[src/rtl/spi_master_par.sv]
// SPI master: one parallel word per frame, MSB first, selectable chip select.
// Every output is a register loaded from the next-state values.
module spi_master_par #(
  parameter int   DATA_W = 16,
  parameter int   DIV    = 10,
  parameter int   N_CS   = 2,
  parameter logic CPOL   = 1'b0,
  parameter logic CPHA   = 1'b0,
  parameter int   CS_GAP = 2
) (
  input  logic                                         clk,
  input  logic                                         reset,
  input  logic [DATA_W-1:0]                            idata,
  input  logic [((N_CS > 1) ? $clog2(N_CS) : 1)-1:0]   chan,
  input  logic                                         newTxData,
  input  logic                                         miso,
  output logic                                         mosi,
  output logic                                         sck,
  output logic [N_CS-1:0]                              ncs,
  output logic                                         txBusy,
  output logic [DATA_W-1:0]                            odata,
  output logic                                         newRxData
);

  localparam int CW      = (N_CS > 1) ? $clog2(N_CS) : 1;
  localparam int CNT_MAX = (DIV > CS_GAP) ? DIV : CS_GAP;
  localparam int CNTW    = $clog2(CNT_MAX + 1);
  localparam int BITW    = (DATA_W > 1) ? $clog2(DATA_W) : 1;

  localparam logic [CNTW-1:0] CNT_ONE  = CNTW'(1);
  localparam logic [CNTW-1:0] HALF     = CNTW'(DIV / 2);
  localparam logic [CNTW-1:0] HALF_M1  = CNTW'(DIV / 2 - 1);
  localparam logic [CNTW-1:0] DIV_M1   = CNTW'(DIV - 1);
  localparam logic [CNTW-1:0] GAP_M1   = CNTW'(CS_GAP - 1);
  localparam logic [BITW-1:0] BIT_ONE  = BITW'(1);
  localparam logic [BITW-1:0] LAST_BIT = BITW'(DATA_W - 1);
  localparam logic [CW:0]     NCS_L    = (CW + 1)'(N_CS);
  localparam logic [N_CS-1:0] CS_IDLE  = {N_CS{1'b1}};

  typedef enum logic [2:0] {IDLE, SETUP, SHIFT, HOLD, GAP} state_t;

  state_t            r_state, w_state_n;
  logic [CNTW-1:0]   r_cnt, w_cnt_n;
  logic [BITW-1:0]   r_bit, w_bit_n;
  logic [DATA_W-1:0] r_tx, w_tx_n, r_rx, r_odata;
  logic [CW-1:0]     r_chan, w_chan_n;
  logic              w_start, w_load, w_rx_done, w_act;
  logic              r_mosi, r_sck, r_busy, r_nrx;
  logic [N_CS-1:0]   r_ncs;

  assign w_start = newTxData && ({1'b0, chan} < NCS_L);
  assign w_act   = CPHA ? (w_cnt_n < HALF) : (w_cnt_n >= HALF);

  always_comb begin
    w_state_n = r_state;
    w_cnt_n   = r_cnt + CNT_ONE;
    w_bit_n   = r_bit;
    w_tx_n    = r_tx;
    w_chan_n  = r_chan;
    w_load    = 1'b0;
    w_rx_done = 1'b0;
    case (r_state)
      IDLE: begin
        w_cnt_n = '0;
        if (w_start) begin
          w_state_n = SETUP;
          w_load    = 1'b1;
        end
      end
      SETUP: if (r_cnt == HALF_M1) begin
        w_state_n = SHIFT;
        w_cnt_n   = '0;
        w_bit_n   = '0;
      end
      SHIFT: if (r_cnt == DIV_M1) begin
        w_cnt_n = '0;
        if (r_bit == LAST_BIT) begin
          w_state_n = HOLD;
        end else begin
          w_bit_n = r_bit + BIT_ONE;
          w_tx_n  = r_tx << 1;
        end
      end
      HOLD: if (r_cnt == HALF_M1) begin
        w_state_n = GAP;
        w_cnt_n   = '0;
        w_rx_done = 1'b1;
      end
      GAP: if (r_cnt == GAP_M1) begin
        // The last gap cycle doubles as the accept slot, so back-to-back
        // frames keep ncs high for exactly CS_GAP cycles.
        w_cnt_n = '0;
        if (w_start) begin
          w_state_n = SETUP;
          w_load    = 1'b1;
        end else begin
          w_state_n = IDLE;
        end
      end
      default: begin
        w_state_n = IDLE;
        w_cnt_n   = '0;
        w_bit_n   = '0;
      end
    endcase
    if (w_load) begin
      w_tx_n   = idata;
      w_chan_n = chan;
    end
  end

  always_ff @(posedge clk or posedge reset) begin
    if (reset) begin
      r_state <= IDLE;
      r_cnt   <= '0;
      r_bit   <= '0;
      r_mosi  <= 1'b1;
      r_sck   <= CPOL;
      r_ncs   <= CS_IDLE;
      r_busy  <= 1'b0;
      r_nrx   <= 1'b0;
      r_odata <= '0;
    end else begin
      r_state <= w_state_n;
      r_cnt   <= w_cnt_n;
      r_bit   <= w_bit_n;
      r_busy  <= (w_state_n != IDLE);
      r_nrx   <= w_rx_done;
      if (w_rx_done) r_odata <= r_rx;
      r_sck   <= (w_state_n == SHIFT) ? (CPOL ^ w_act) : CPOL;
      r_mosi  <= (w_state_n inside {SETUP, SHIFT, HOLD}) ? w_tx_n[DATA_W-1] : 1'b1;
      r_ncs   <= (w_state_n inside {SETUP, SHIFT, HOLD}) ? ~(N_CS'(1) << w_chan_n) : CS_IDLE;
    end
  end

  // Shift registers and latched channel carry no reset; they are reloaded per frame.
  always_ff @(posedge clk) begin
    r_tx   <= w_tx_n;
    r_chan <= w_chan_n;
    if (r_state == SHIFT && r_cnt == HALF) r_rx <= (r_rx << 1) | DATA_W'(miso);
  end

  assign mosi      = r_mosi;
  assign sck       = r_sck;
  assign ncs       = r_ncs;
  assign txBusy    = r_busy;
  assign odata     = r_odata;
  assign newRxData = r_nrx;

endmodule

[config.mk]
export PLATFORM = sky130hd
export DESIGN_NAME = spi_master_par
export DESIGN_NICKNAME = d
export VERILOG_FILES = /design/src/rtl/spi_master_par.sv
export SDC_FILE = /design/constraint.sdc
export NUM_CORES = 1
export LEC_CHECK = 0
export ABC_CLOCK_PERIOD_IN_PS = 2700
export CAP_MARGIN = 25
export CORE_ASPECT_RATIO = 0.75
export CORE_MARGIN = 2
export CORE_UTILIZATION = 25
export DETAILED_ROUTE_END_ITERATION = 8
export GPL_TIMING_DRIVEN = 0
export SLEW_MARGIN = 20
export SYNTH_ARGS = -nofsm -noshare
export SYNTH_HDL_FRONTEND = slang
export SYNTH_SLANG_ARGS = --single-unit
[constraint.sdc]
create_clock -name clk -period 2.7 [get_ports clk]
set_clock_uncertainty 0.05 [all_clocks]
set_input_delay 0.54 -clock clk [delete_from_list [all_inputs] [get_ports clk]]
set_output_delay 0.54 -clock clk [all_outputs]
set_load 0.01 [all_outputs]
==> run_1/congestion.png <==
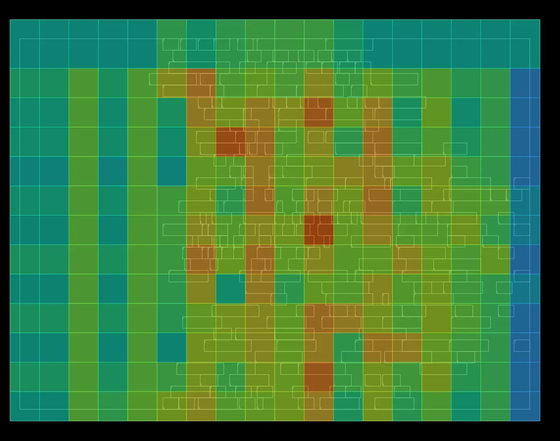
global-route met2 utilization: 12.57%
average wire per standard cell: 13.45 µm
final core utilization: 34.52%

==> run_1/wires.png <==
Two of the layers only.
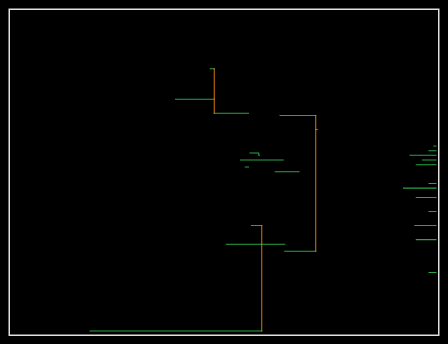
- metal 3: green (wire length 189 µm)
- metal 4: orange (wire length 83.0 µm)
via count of the routed design: 1614
overall track demand over capacity in global routing: 8.778%
DRT Wirelength: 4924 µm

==> run_1/logic_types.png <==
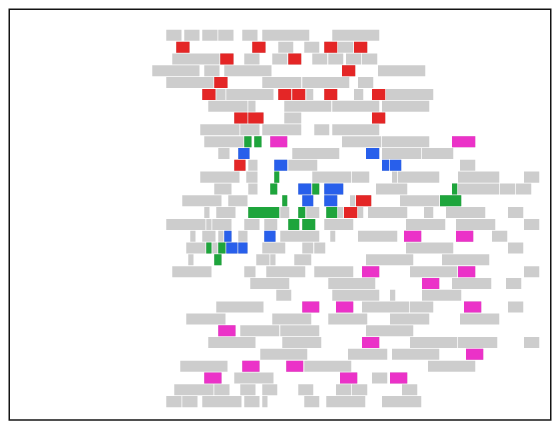
- nand cells: green (cells 16; where middle)
- non-inverting ao/oa cells: red (cells 19; where top middle)
- aoi and oai cells: blue (cells 13; where middle)
- mux cells: magenta (cells 18)
most common library cell in the layout ignoring fill and taps: sky130_fd_sc_hd__clkdlybuf4s50_1
final non-filler cell total: 366
fraction of area in multi-input gates: 22.88%

==> summary.txt, run 1 <==
impl run done, here's what came out: die height about 94 µm, first drt pass iteration count 4, H-Tree Depth 3, Max-slew headroom 43.66%, Placed Instance Area 3308 µm², pin slew with the least headroom to its limit ~0.84 ns, number of sinks on the clock net 66, number of port buffers 42, number of global-route vias before repair 1571, core region area 10410 µm², most numerous cell in the Yosys netlist sky130_fd_sc_hd__edfxtp_1, total tool warning count 28, Final #Nets 251, crit path capture type flip-flop, Diodes inserted 0, Cells after DPL about 350, number of synthesized flops with an enable pin 31, arrival time of the worst setup path ~2.1 ns, clock root buffer sky130_fd_sc_hd__clkbuf_16, FF-to-FF End r_tx[0]$_DFFE_PP_, Yosys reg bits around 66, cell with the largest stage delay on the worst path sky130_fd_sc_hd__o21ai_2, met1 routing resource usage after global routing 11.74%, clk slew on worst S/H paths 0.05 ns, minimum clock period 2.183 ns, area added between synthesis and finish 32.41%, warning count from the yosys run 0, number of DRC violations after detailed routing 0, main flop type sky130_fd_sc_hd__edfxtp_1, length in cells of the worst reg-to-reg path 5, number of cells produced by synthesis about 170, chip area in the Yosys report 2714 µm², I/O pin total 43, share of the synthesized area in the top cell type between 30% and 40%, vias per cell 4.410, commonest cells in the netlist sky130_fd_sc_hd__edfxtp_1, sky130_fd_sc_hd__dfrtp_1, sky130_fd_sc_hd__mux2_1, sky130_fd_sc_hd__a22o_1, yosys stat cell total about 170, max_cap viols 0, post-synthesis cell area approximately 2700 µm², hold crit path type flip-flop to flip-flop, combined buffer and inverter count along the critical path 1, largest vdd supply drop 0.0003011 V, maximum root-to-sink buffer count 2, leading post-synthesis cells by cell area sky130_fd_sc_hd__edfxtp_1, sky130_fd_sc_hd__dfrtp_1, sky130_fd_sc_hd__mux2_1, sky130_fd_sc_hd__a22o_1, sky130_fd_sc_hd__dfstp_2, Hold WS ~0.4 ns, Worst Hold Depth 0, fraction of the cycle the final worst path needs 80.87%, status finished clean, unrepaired setup endpoints after global routing false, syn nets about 200, Final setup violation count 0, maximum number of pins on one net before global-route repair 34, final setup margin 0.5165 ns, layer with the highest usage after global routing met2, worst hold path startpoint r_rx[11]$_DFFE_PP_, Top cells excl fill/tap sky130_fd_sc_hd__clkdlybuf4s50_1, sky130_fd_sc_hd__edfxtp_1, sky130_fd_sc_hd__dfrtp_1, sky130_fd_sc_hd__mux2_1, sky130_fd_sc_hd__a22o_1, delay contributed by the slowest stage of the critical path 0.68 ns, finished layout cell area approximately 3600 µm², R2R setup slack 0.52 ns, ratio of cells with drive above 1 in the final layout 16.09%, routability congestion estimate from global placement 0.7831, Power Dens Cells 612.3 nW/µm², hold buffer count at CTS 0, total power after layout 0.002200 W, count of cell instances traversed by the critical path 5, number of placement rows 32, leakage power 1.435 nW, Setup Crit Path Kind flip-flop to flip-flop, top fanout value on the critical path 17, CP Cell Sequence inv_1, ha_1, and3b_1, nand2_1, o21ai_2, latest clock arrival within the worst-skew pair around 0.32 ns, violation count after the first detailed-routing iteration ~160, HPWL after DPL 3322 µm, worst setup slack before clock tree synthesis between 0.5 and 0.6 ns, wire length on met1 2531 µm, Final Hold Vio Count 0
run 1: state kept, by name, summed over array words and instances, names as in the netlist:
name and flops:
r_tx 16, odata 16, txBusy 1, r_bit 4
newRxData 1, ncs 2, mosi 1, r_state 3
r_chan 1, r_rx 16, r_cnt 4, sck 1
run 1: power by group:
group          total [W]  switching, W  leakage [nW]  internal, W
registers        0.00105             0         0.703      0.00105
logic          0.0000397     0.0000144         0.597    0.0000253
clock network    0.00111      0.000407         0.135     0.000707
total            0.00220      0.000421          1.44      0.00178
run 1: worst max-delay path by stage:
stage,from,slack (ns),to
final,r_cnt[1]$_DFF_PP0_,0.52,r_tx[0]$_DFFE_PP_
after global placement,r_cnt[1]$_DFF_PP0_,0.09,r_tx[6]$_DFFE_PP_
after floorplan,r_cnt[1]$_DFF_PP0_,0.51,r_tx[0]$_DFFE_PP_
after global routing,r_cnt[1]$_DFF_PP0_,0.34,r_tx[12]$_DFFE_PP_
after detailed placement,r_cnt[1]$_DFF_PP0_,0.51,r_tx[7]$_DFFE_PP_
after CTS,r_cnt[1]$_DFF_PP0_,0.49,r_tx[0]$_DFFE_PP_
run 1: cell families (layout without fill, tap and decap cells):
logic type | Yosys count | count (layout) | synth area share (%)
AND-OR/OR-AND | 32 | 32 | 9.775
XOR/XNOR | 3 | 3 | 0.9684
adder cells (fa/ha/maj) | 4 | 4 | 1.844
buffers and inverters | 13 | 70 | 3.504
flip-flops | 66 | 66 | 66.34
multiplexers | 18 | 18 | 7.607
AND/OR/NAND/NOR | 37 | 37 | 9.959
run 1: final cells by class:
cell class	count	area (µm²)
Sequential cell	66	1800
Clock buffer	10	229.0
Multi-Input combinational cell	94	822.0
Fill cell	1005	6817
Inverter	6	22.52
Buffer	7	72.57
Timing Repair Buffer	42	420.4
Clock inverter	5	56.30
Tap cell	136	170.2
==> run_1/flops_by_reg.png <==
Scale bar: 20 µm. Other sequential cells in the stronger gray, the rest of the logic in the fainter gray.
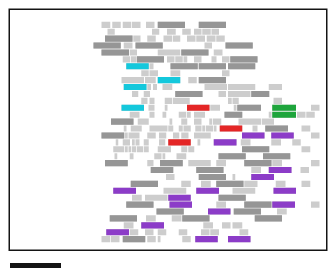

--- run 2 (diff from run 1) ---
--- a/config.mk
+++ b/config.mk
@@ -5,7 +5,7 @@
 export SDC_FILE = /design/constraint.sdc
 export NUM_CORES = 1
 export LEC_CHECK = 0
-export ABC_CLOCK_PERIOD_IN_PS = 2700
+export ABC_CLOCK_PERIOD_IN_PS = 2190
 export CAP_MARGIN = 25
 export CORE_ASPECT_RATIO = 0.75
 export CORE_MARGIN = 2
==> constraint.sdc (replaced) <==
create_clock -name clk -period 2.19 [get_ports clk]
set_clock_uncertainty 0.05 [all_clocks]
set_input_delay 0.438 -clock clk [delete_from_list [all_inputs] [get_ports clk]]
set_output_delay 0.438 -clock clk [all_outputs]
set_load 0.01 [all_outputs]
==> run_2/flops_by_reg.png <==
Scale bar: 20 µm. Other sequential cells in the stronger gray, the rest of the logic in the fainter gray.
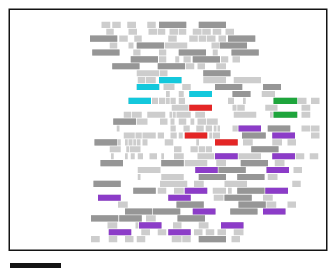
- `r_state`: red (placed flops 3)
- `ncs`: green (placed flops 2)
- `odata`: purple (placed flops 16)
- `r_bit`: cyan (placed flops 4)

==> run_2/congestion.png <==
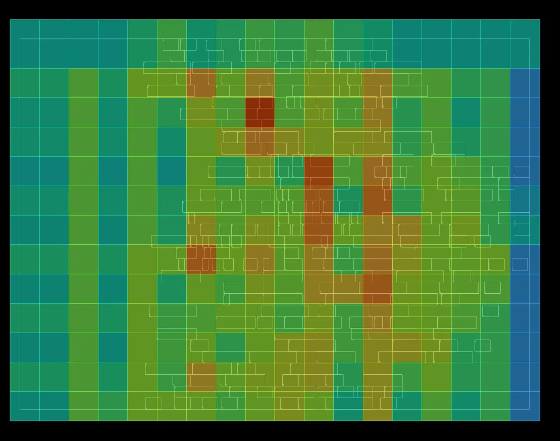
met1 routing resource usage after global routing: 11.68%
overall track demand over capacity in global routing: 8.719%
global-route met2 utilization: 12.80%

==> summary.txt, run 2 <==
impl run done, here's what came out: final non-filler cell total 367 (+0.27%), Fillers 1013 (+0.80%), Net Sw Power 0.0005419 W (+29%), maximum root-to-sink buffer count 2 (unchanged), Placed Instance Area 3308 µm² (unchanged), Comb pwr share 1.7% (about the same), part of the total power dissipated in sequential elements 45.1% (-2.5 points), leakage power 1.459 nW (+1.6%), clock network power 0.00152 W (+37%), FFs w/ async S/R, synth 50.00%, chip area in the Yosys report 2714 µm² (unchanged), hold crit path type flip-flop to flip-flop, vias per cell 4.308 (-2.3%), main flop type sky130_fd_sc_hd__edfxtp_1, most common library cell in the layout ignoring fill and taps sky130_fd_sc_hd__clkdlybuf4s50_1, met3 capacity usage during global routing 3.246%, Final setup violation count 0 (unchanged), number of port buffers 42 (unchanged), internal power contribution 0.002315 W (+30%), Hold WS 0.3903 ns (+0.0003190 ns), Top cells excl fill/tap sky130_fd_sc_hd__clkdlybuf4s50_1, sky130_fd_sc_hd__edfxtp_1, sky130_fd_sc_hd__dfrtp_1, sky130_fd_sc_hd__mux2_1, sky130_fd_sc_hd__a22o_1, commonest cells in the netlist sky130_fd_sc_hd__edfxtp_1, sky130_fd_sc_hd__dfrtp_1, sky130_fd_sc_hd__mux2_1, sky130_fd_sc_hd__a22o_1, number of synthesized flops with an enable pin 31 (unchanged), crit path capture type flip-flop, largest vdd supply drop 0.0003976 V (+32%), status finished clean, DIE AREA between 10000 and 15000 µm², ratio of cells with drive above 1 in the final layout 16.45% (+0.36 points), post-synthesis cell area 2714 µm² (unchanged), pin slew with the least headroom to its limit 0.7333 ns (-0.1116 ns), wire length on met1 2440 µm (-3.6%), Combinational Power 0.0000492 W (+24%), most numerous cell in the Yosys netlist sky130_fd_sc_hd__edfxtp_1, area added between synthesis and finish 33.89%, Cells after DPL 351 (unchanged), clock root buffer sky130_fd_sc_hd__clkbuf_16, fraction of the cycle the final worst path needs 92.82% (+12 points), Unique masters post-synth 48, via count of the routed design 1581 (-2.0%), syn nets 198 (unchanged), clock network power share 53.1% (+2.5 points), final setup margin 0.1572 ns (-0.3593 ns), number of global-route vias before repair 1578 (+0.45%), number of sinks on the clock net 66 (unchanged), clk slew on worst S/H paths 0.06 ns (about the same), Crit path required time 2.38 ns, I/O pin total 43 (unchanged), top fanout value on the critical path 8 (-9), total tool warning count 28 (unchanged), layer with the highest usage after global routing met2, leading post-synthesis cells by cell area sky130_fd_sc_hd__edfxtp_1, sky130_fd_sc_hd__dfrtp_1, sky130_fd_sc_hd__mux2_1, sky130_fd_sc_hd__a22o_1, sky130_fd_sc_hd__dfstp_2, total power after layout 0.002857 W (+30%), Power Dens Cells 786.3 nW/µm² (+28%), share of the synthesized area in the top cell type 34.30% (unchanged), minimum clock period 2.033 ns (-0.1507 ns), routability congestion estimate from global placement 0.7388 (-5.7%), number of cells produced by synthesis 173 (unchanged), P_seq 0.00129 W (+23%), final core utilization 34.90% (+0.38 points), hold buffer count at CTS 0 (unchanged), die height 94.23 µm (unchanged), number of DRC violations after detailed routing 0 (unchanged), Final Hold Vio Count 0 (unchanged), Yosys reg bits 66 (unchanged), Max-slew headroom 51.07% (+7.4 points), average wire per standard cell 13.19 µm (-2.0%), maximum number of pins on one net before global-route repair 34 (unchanged), yosys stat cell total 173 (unchanged), violation count after the first detailed-routing iteration 112 (-32%), max_cap viols 0 (unchanged), latest clock arrival within the worst-skew pair 0.32 ns (about the same), Final #Nets 251 (unchanged), switching power as a share of total power 18.97% (-0.17 points), arrival time of the worst setup path 2.23 ns (+0.15 ns), Setup Crit Path Kind flip-flop to flip-flop, Max Slew Vio Count 0, finished layout cell area 3633 µm² (+1.1%), core region area 10410 µm² (unchanged), first drt pass iteration count 4 (unchanged), warning count from the yosys run 0 (unchanged), worst setup slack before clock tree synthesis -0.04835 ns (-0.5563 ns), HPWL after DPL 3310 µm (-0.36%), Diodes inserted 0 (unchanged), DRT Wirelength 4839 µm (-1.7%)
[run 2: path summary, 6_finish.rpt]
path | depth (start not counted) | from | end | slack [ns]
setup / recovery | 7 | r_cnt[1]$_DFF_PP0_ | ncs[0]$_DFF_PP1_ | 0.16
hold / removal | 0 | r_rx[2]$_DFFE_PP_ | r_rx[3]$_DFFE_PP_ | 0.39
setup reg to reg | 7 | r_cnt[1]$_DFF_PP0_ | ncs[0]$_DFF_PP1_ | 0.16
hold reg to reg | 0 | r_rx[2]$_DFFE_PP_ | r_rx[3]$_DFFE_PP_ | 0.39
max in group asynchronous | 2 | reset | r_cnt[2]$_DFF_PP0_ | 1.12
min in group asynchronous | 2 | reset | odata[0]$_DFFE_PP0P_ | 0.50
[run 2: cell families (layout without fill, tap and decap cells)]
kind of cell	Yosys count	in the layout	synth area share [%]
flops	66	66	66.34
buf+inv	13	71	3.504
simple gates	37	37	9.959
compound gates	32	32	9.775
mux	18	18	7.607
fa+ha+maj	4	4	1.844
xor+xnor	3	3	0.9684
[run 2: cell type report]
class,instances,area [µm²],area share [%]
buffer,7,72.57,1.997
multi-input combinational,94,829.5,22.83
tap,136,170.2,4.683
sequential,66,1800,49.55
inverter,6,22.52,0.6198
timing repair buffer,42,420.4,11.57
clock inverter,7,92.59,2.548
clock buffer,9,225.2,6.198
[run 2: worst max-delay path: stages (launching register included)]
cell,delay (ns)
sky130_fd_sc_hd__dfrtp_1,0.40
sky130_fd_sc_hd__inv_1,0.10
sky130_fd_sc_hd__ha_1,0.26
sky130_fd_sc_hd__nor3b_2,0.35
sky130_fd_sc_hd__o211a_1,0.20
sky130_fd_sc_hd__buf_6,0.13
sky130_fd_sc_hd__mux2_4,0.31
sky130_fd_sc_hd__nand2b_4,0.13
==> run_2/wires.png <==
Two of the layers only.
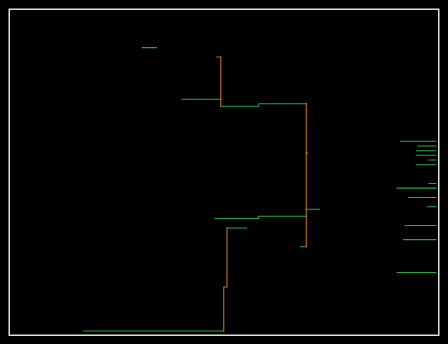

--- run 3 (diff from run 2) ---
--- a/config.mk
+++ b/config.mk
@@ -5,13 +5,15 @@
 export SDC_FILE = /design/constraint.sdc
 export NUM_CORES = 1
 export LEC_CHECK = 0
-export ABC_CLOCK_PERIOD_IN_PS = 2190
+export ABC_CLOCK_PERIOD_IN_PS = 1800
 export CAP_MARGIN = 25
 export CORE_ASPECT_RATIO = 0.75
 export CORE_MARGIN = 2
 export CORE_UTILIZATION = 25
+export CTS_CLUSTER_DIAMETER = 200
 export DETAILED_ROUTE_END_ITERATION = 8
 export GPL_TIMING_DRIVEN = 0
+export RECOVER_POWER = 25
 export SLEW_MARGIN = 20
 export SYNTH_ARGS = -nofsm -noshare
 export SYNTH_HDL_FRONTEND = slang
==> constraint.sdc (replaced) <==
create_clock -name clk -period 1.8 [get_ports clk]
set_clock_uncertainty 0.05 [all_clocks]
set_input_delay 0.36 -clock clk [delete_from_list [all_inputs] [get_ports clk]]
set_output_delay 0.36 -clock clk [all_outputs]
set_load 0.01 [all_outputs]
==> run_3/wires.png <==
Two of the layers only.
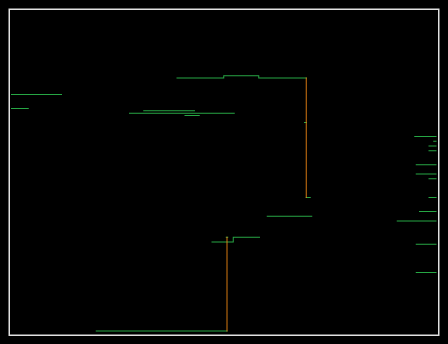
- metal 3: green (wire length 229 µm)
- metal 4: orange (wire length 61.9 µm)
average wire per standard cell: 13.59 µm
via count of the routed design: 1679
DRT Wirelength: 5204 µm

==> run_3/logic_types.png <==
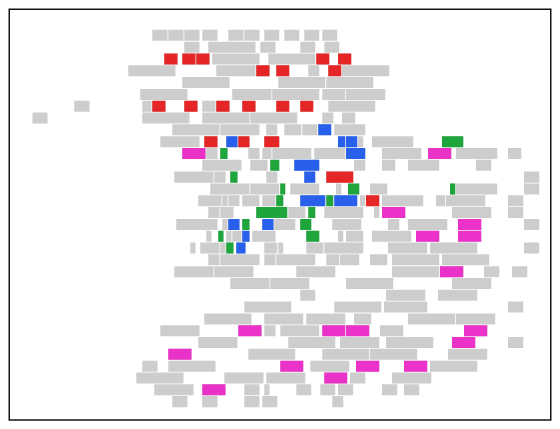
- non-inverting ao/oa cells: red (cells 19; where top middle)
- aoi and oai cells: blue (cells 13; where middle)
- nand cells: green (cells 16; where middle)
- mux cells: magenta (cells 18)
final non-filler cell total: 383
fraction of area in multi-input gates: 24.53%

==> summary.txt, run 3 <==
impl run done, here's what came out: buffer count excluding the clock tree in the final layout 65 (+33%), number of port buffers 42 (unchanged), Crit path required time 1.96 ns (-0.42 ns), combined buffer and inverter count along the critical path 3 (+1), Unique masters post-synth 48 (unchanged), vias per cell 4.384 (+1.8%), FFs w/ async S/R, synth 50.00% (unchanged), # Taps 136 (unchanged), number of global-route vias before repair 1661 (+5.3%), violated checks negative setup slack, share of the synthesized area in the top cell type 34.30% (unchanged), arrival time of the worst setup path 1.97 ns (-0.26 ns), cell with the largest stage delay on the worst path sky130_fd_sc_hd__dfrtp_2, number of cells produced by synthesis 173 (unchanged), Diodes inserted 0 (unchanged), number of synthesized flops with an enable pin 31 (unchanged), HPWL after DPL 3350 µm (+1.2%), Cells after DPL 351 (unchanged), Power Dens Cells 875.2 nW/µm² (+11%), syn nets 198 (unchanged), Max-area cell class registers, non-clk buf share 16.84% (+3.3 points), combinational gates 94 (unchanged), latest clock arrival within the worst-skew pair 0.33 ns (about the same), delay contributed by the slowest stage of the critical path 0.44 ns (+0.04 ns), Top cells excl fill/tap sky130_fd_sc_hd__clkdlybuf4s50_1, sky130_fd_sc_hd__edfxtp_1, sky130_fd_sc_hd__dfrtp_1, sky130_fd_sc_hd__mux2_4, sky130_fd_sc_hd__a22o_1, leakage power 1.540 nW (+5.6%), DIE AREA 11710 µm² (unchanged), post-synthesis cell area 2714 µm² (unchanged), maximum root-to-sink buffer count 2 (unchanged), yosys stat cell total 173 (unchanged), Fillers 990 (-2.3%), largest delay contributor family on the critical path flip-flops, fraction of the cycle the final worst path needs 100.5% (+7.7 points), Setup Crit Path Kind flip-flop to flip-flop, most numerous cell in the Yosys netlist sky130_fd_sc_hd__edfxtp_1, total tool warning count 31 (+11%), final setup margin -0.008612 ns (-0.1658 ns), clk slew on worst S/H paths 0.06 ns (about the same), number of sinks on the clock net 66 (unchanged), area used by multi-input combinational logic 969.7 µm² (+17%), core region area 10410 µm² (unchanged), Final #Nets 267 (+6.4%), overall track demand over capacity in global routing 9.238% (+0.52 points), Yosys reg bits 66 (unchanged), number of DRC violations after detailed routing 0 (unchanged), first drt pass iteration count 4 (unchanged), pin slew with the least headroom to its limit 0.7280 ns (-0.005362 ns), area added between synthesis and finish 45.64%, ratio of cells with drive above 1 in the final layout 34.82% (+18 points), main flop type sky130_fd_sc_hd__edfxtp_1, count of clock-net buffers in the final layout 10 (+1), total power after layout 0.003459 W (+21%), leading post-synthesis cells by cell area sky130_fd_sc_hd__edfxtp_1, sky130_fd_sc_hd__dfrtp_1, sky130_fd_sc_hd__mux2_1, sky130_fd_sc_hd__a22o_1, sky130_fd_sc_hd__dfstp_2, chip area in the Yosys report 2714 µm² (unchanged), Max-slew headroom 51.40% (+0.32 points), I/O pin total 43 (unchanged), Final setup violation count 3 (+3), status finished with violations, H-Tree Depth 3, routability congestion estimate from global placement 0.7592 (+2.8%), largest vdd supply drop 0.0005007 V (+26%), Final Hold Vio Count 0 (unchanged), worst setup slack before clock tree synthesis -0.2305 ns (-0.1821 ns), FF+latch area 1803 µm² (+0.14%), max_cap viols 0 (unchanged), hold buffer count at CTS 0 (unchanged), crit path capture type flip-flop, maximum number of pins on one net before global-route repair 34 (unchanged), clock root buffer sky130_fd_sc_hd__clkbuf_16, die height 94.23 µm (unchanged), sequential share of cell area 45.62% (-3.9 points), top fanout value on the critical path 5 (-3), most common library cell in the layout ignoring fill and taps sky130_fd_sc_hd__clkdlybuf4s50_1, effective utilization at floorplan 26.07%, minimum clock period 1.809 ns (-0.2242 ns), CP Cell Sequence inv_2, ha_4, nand4b_1, nor3b_2, buf_6, buf_8, mux2_4
run 3: cell counts after synthesis:
No cell type changed its count.
run 3: cell families after synthesis:
family	count (synthesis)	synth area share (%)
flip-flops	66	66.34
AND-OR/OR-AND	32	9.775
AND/OR/NAND/NOR	37	9.959
adder cells (fa/ha/maj)	4	1.844
multiplexers	18	7.607
XOR/XNOR	3	0.9684
buffers and inverters	13	3.504
run 3: layer usage:
metal	vias up	wire, µm	global-route usage (%)
met2	31	2387	13.57
met3	5	229	3.246
li1	802	-	-
met5	-	0	0
met4	0	61	3.933
met1	841	2525	12.35
run 3: through the flow:
step	instance area [µm²]	util, %	hold WS (ns)
2_1_floorplan	2734	-	0.3722
3_3_place_gp	3324	31.94	0.3769
3_5_place_dp	3324	31.94	0.3798
4_1_cts	3880	37.27	0.3958
5_1_grt	3953	37.97	0.4119
6_report	3953	37.97	0.3943
run 3: final timing paths:
check                              startpoint                    to  slack (ns)  cells past startpoint
setup / recovery           r_cnt[0]$_DFF_PP0_  odata[1]$_DFFE_PP0P_      -0.009                      7
setup reg to reg           r_cnt[0]$_DFF_PP0_  odata[1]$_DFFE_PP0P_      -0.009                      7
hold / removal              r_rx[5]$_DFFE_PP_     r_rx[6]$_DFFE_PP_        0.39                      0
hold reg to reg             r_rx[5]$_DFFE_PP_     r_rx[6]$_DFFE_PP_        0.39                      0
min in group asynchronous               reset  odata[5]$_DFFE_PP0P_        0.56                      2
max in group asynchronous               reset  r_state[2]$_DFF_PP0_        0.62                      2
run 3: power by group:
part           leakage, nW  internal (W)  total (W)  switching (W)
Sequential           0.700       0.00157    0.00157              0
Combinational        0.689     0.0000372  0.0000600      0.0000228
Clock                0.151       0.00117    0.00183       0.000663
Power is estimated from default activity; no workload was simulated.
